$ cat src/rtl/usb_line_state.sv
// usb_line_state: USB receive front end.
// Synchronises D+/D- into clk and decodes J/K/SE0/SE1 for the selected speed.
// Glitch-filters the decoded state and drives a registered se0 for the reset detector.
// Tracks bus suspend (idle J) and flags resume (K accepted while suspended).
module usb_line_state #(
    parameter int FILTER_LEN = 2,
    parameter int SUSP_FS    = 144000,
    parameter int SUSP_LS    = 18000,
    parameter int CNT_W      = 18
) (
    input  logic       clk,
    input  logic       reset_i,
    input  logic       dp,
    input  logic       dm,
    input  logic       usb_full_speed,
    output logic [1:0] d_sync,
    output logic [1:0] line_state,
    output logic       se0,
    output logic       suspend,
    output logic       resume
);

    typedef enum logic [1:0] {
        LS_SE0 = 2'b00,
        LS_J   = 2'b01,
        LS_K   = 2'b10,
        LS_SE1 = 2'b11
    } line_t;

    // Filter counter only has to reach FILTER_LEN-1.
    localparam int                FCNT_W   = (FILTER_LEN > 1) ? $clog2(FILTER_LEN) : 1;
    localparam logic [FCNT_W-1:0] FCNT_MAX = FCNT_W'(FILTER_LEN - 1);
    localparam logic [CNT_W-1:0]  ILIM_FS  = CNT_W'(SUSP_FS - 1);
    localparam logic [CNT_W-1:0]  ILIM_LS  = CNT_W'(SUSP_LS - 1);

    logic [1:0]        s1, s2;
    line_t             dec;
    line_t             cand_q, cand_d;
    line_t             ls_q, ls_d;
    logic [FCNT_W-1:0] fcnt_q, fcnt_d;
    logic [CNT_W-1:0]  icnt_q, icnt_d, ilim;
    logic              susp_q, susp_d;
    logic              se0_q;
    logic              resume_q, resume_d;

    // Two-flop synchroniser for the asynchronous pin pair.
    always_ff @(posedge clk or posedge reset_i) begin
        if (reset_i) begin
            s1 <= 2'b00;
            s2 <= 2'b00;
        end else begin
            // NOTE: non-blocking assignments make s2 take the old s1, forming a real two-stage chain.
            s1 <= {dp, dm};
            s2 <= s1;
        end
    end

    // Speed-dependent decode; J and K swap meaning between full and low speed.
    always_comb begin
        dec = LS_SE0;
        case (s2)
            2'b00:   dec = LS_SE0;
            2'b11:   dec = LS_SE1;
            2'b10:   dec = usb_full_speed ? LS_J : LS_K;
            default: dec = usb_full_speed ? LS_K : LS_J;
        endcase
    end

    // Glitch filter: a candidate is accepted once it has been seen FILTER_LEN+1 times in a row.
    always_comb begin
        // NOTE: every signal gets its hold value first, so no path leaves one unassigned (no latch).
        cand_d = cand_q;
        fcnt_d = fcnt_q;
        ls_d   = ls_q;
        if (dec != cand_q) begin
            cand_d = dec;
            fcnt_d = '0;
        end else if (fcnt_q != FCNT_MAX) begin
            fcnt_d = fcnt_q + 1'b1;
        end else begin
            ls_d = cand_q;
        end
    end

    // Idle-J counter toward suspend, and resume detection on the filtered state.
    always_comb begin
        ilim   = usb_full_speed ? ILIM_FS : ILIM_LS;
        icnt_d = icnt_q;
        susp_d = susp_q;
        if (ls_q != LS_J) begin
            icnt_d = '0;
            susp_d = 1'b0;
        end else if (icnt_q < ilim) begin
            icnt_d = icnt_q + 1'b1;
        end else begin
            susp_d = 1'b1;
        end
        resume_d = (ls_d == LS_K) && (ls_q != LS_K) && susp_q;
    end

    // State registers; se0 and resume are registered alongside line_state.
    always_ff @(posedge clk or posedge reset_i) begin
        if (reset_i) begin
            cand_q   <= LS_J;
            fcnt_q   <= '0;
            ls_q     <= LS_J;
            se0_q    <= 1'b0;
            icnt_q   <= '0;
            susp_q   <= 1'b0;
            resume_q <= 1'b0;
        end else begin
            cand_q   <= cand_d;
            fcnt_q   <= fcnt_d;
            ls_q     <= ls_d;
            se0_q    <= (ls_d == LS_SE0);
            icnt_q   <= icnt_d;
            susp_q   <= susp_d;
            resume_q <= resume_d;
        end
    end

    assign d_sync     = s2;
    assign line_state = ls_q;
    assign se0        = se0_q;
    assign suspend    = susp_q;
    assign resume     = resume_q;

endmodule

$ cat config.mk
export PLATFORM = sky130hd
export DESIGN_NAME = usb_line_state
export DESIGN_NICKNAME = d
export VERILOG_FILES = /design/src/rtl/usb_line_state.sv
export SDC_FILE = /design/constraint.sdc
export NUM_CORES = 1
export LEC_CHECK = 0
export ABC_AREA = 1
export CAP_MARGIN = 25
export CORE_ASPECT_RATIO = 1.4
export CORE_MARGIN = 2
export CORE_UTILIZATION = 41
export DETAILED_ROUTE_END_ITERATION = 8
export GPL_TIMING_DRIVEN = 0
export PLACE_DENSITY = 0.61
export SLEW_MARGIN = 20
export SYNTH_ARGS = -nofsm -noshare
export SYNTH_HDL_FRONTEND = slang
export SYNTH_SLANG_ARGS = --single-unit
$ cat constraint.sdc
create_clock -name clk -period 1.65 [get_ports clk]
set_clock_uncertainty 0.05 [all_clocks]
set_input_delay 0.33 -clock clk [delete_from_list [all_inputs] [get_ports clk]]
set_output_delay 0.33 -clock clk [all_outputs]
set_load 0.01 [all_outputs]
Figure 1. Met1 routing.
Scale bar: 20 um.
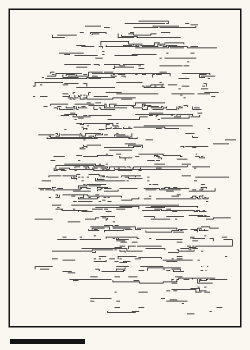
wire length on this layer: 1780 um
nets with wire on the layer: 254
main direction: horizontal
Total Wirelength: 4.50 mm
via count: 1681
met1 GRT Util: 22.8%

Figure 2. Signal wires on met2.
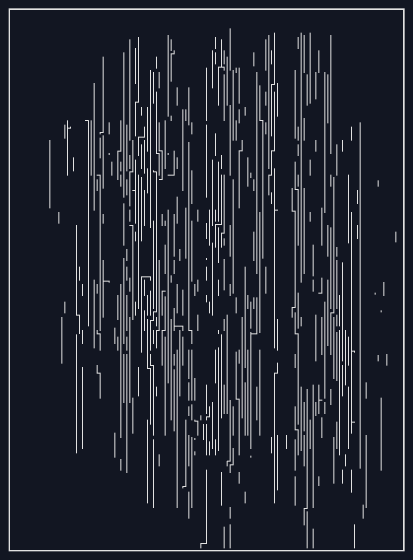
wire length on this layer: 2470 um
longest straight run: 53.7 um
main direction: vertical
share of all routed wire: 55%
routing usage on met2: 33.6%

==> impl_metrics.tcl <==
# yosys + openroad results
set metrics [dict create \
    run_status "finished, violations left" \
    failed_checks "negative setup slack" \
    simple_gate_share_pct 33.2 \
    cts_resized 30 \
    grt_max_degree 31 \
    cts_hold_buf 0 \
    finalSetupViolCount 14 \
    synth.cell_area_sq_um 1880 \
    worst_slack_ns -0.0597 \
    clk_latency_ns 0.29 \
    ys_sh_aoi_pct 9.01 \
    syn_avg_cell_area_sq_um 7.88 \
    met3WireLength_um 144 \
    ir_worst_vdd_mv 0.566 \
    pg_clk_mw 0.741 \
    path_class "flip-flop to flip-flop" \
    place_inst 311 \
    critPathMaxFanout 10 \
    power_mw 2.18 \
    synthArstFlopShare_pct 100 \
    synth_chip_area_sq_um 1880 \
    layout_top_cells "nand2_1, nand3_1, dfrtp_1" \
    top_register "icnt_q" \
    finalCritPeriodShare_pct 104 \
    clkPwrFrac_pct 34.0 \
    gp_congestion 0.828 \
    drt_iter0_drc 73 \
    nets 283 \
    placed_area_sq_um 2060 \
    synthMuxAreaShare_pct 0.600 \
    synthDominantCellAreaShare_pct 37.4 \
    grt_overflow 0 \
]
Figure 3. Met3 routing.
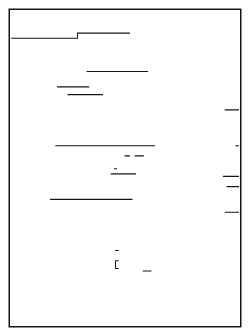
main direction: horizontal
wire length on this layer: 145 um
nets with wire on the layer: 13
share of all routed wire: 3.2%
GR met3 Demand/Resource: 4.65%

Figure 4. Wires at chosen ports, followed through buffers.
Scale bar: 20 um.
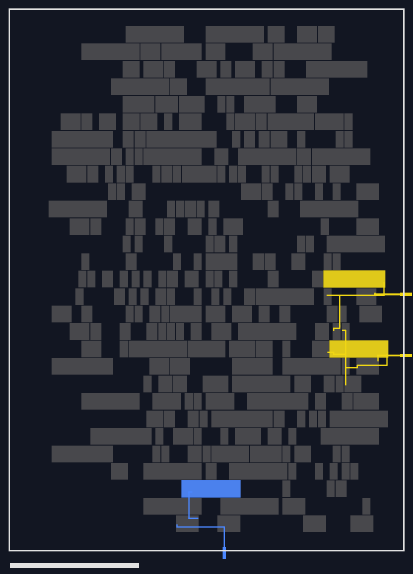
[yellow] `line_state` | bits: 2 | direction: output | edge: right | end cells: 2 | buffers: 2 | wire: 46.3 um
[blue] `dm` | bits: 1 | direction: input | edge: bottom | end cells: 1 | buffers: 1 | wire: 16.9 um
Ports: 12
PortBufs: 11

[final timing paths]
path | slack, ns | to | from | depth (start not counted)
max | -0.06 | icnt_q[1]$_DFFE_PP0P_ | icnt_q[14]$_DFFE_PP0P_ | 8
min | 0.30 | d_sync[0]$_DFF_PP0_ | s1[0]$_DFF_PP0_ | 0
max reg2reg | -0.06 | icnt_q[1]$_DFFE_PP0P_ | icnt_q[14]$_DFFE_PP0P_ | 8
min reg2reg | 0.30 | d_sync[0]$_DFF_PP0_ | s1[0]$_DFF_PP0_ | 0
max in group asynchronous | 0.70 | icnt_q[0]$_DFFE_PP0P_ | reset_i | 2
min in group asynchronous | 0.39 | cand_q[1]$_DFFE_PP0P_ | reset_i | 2
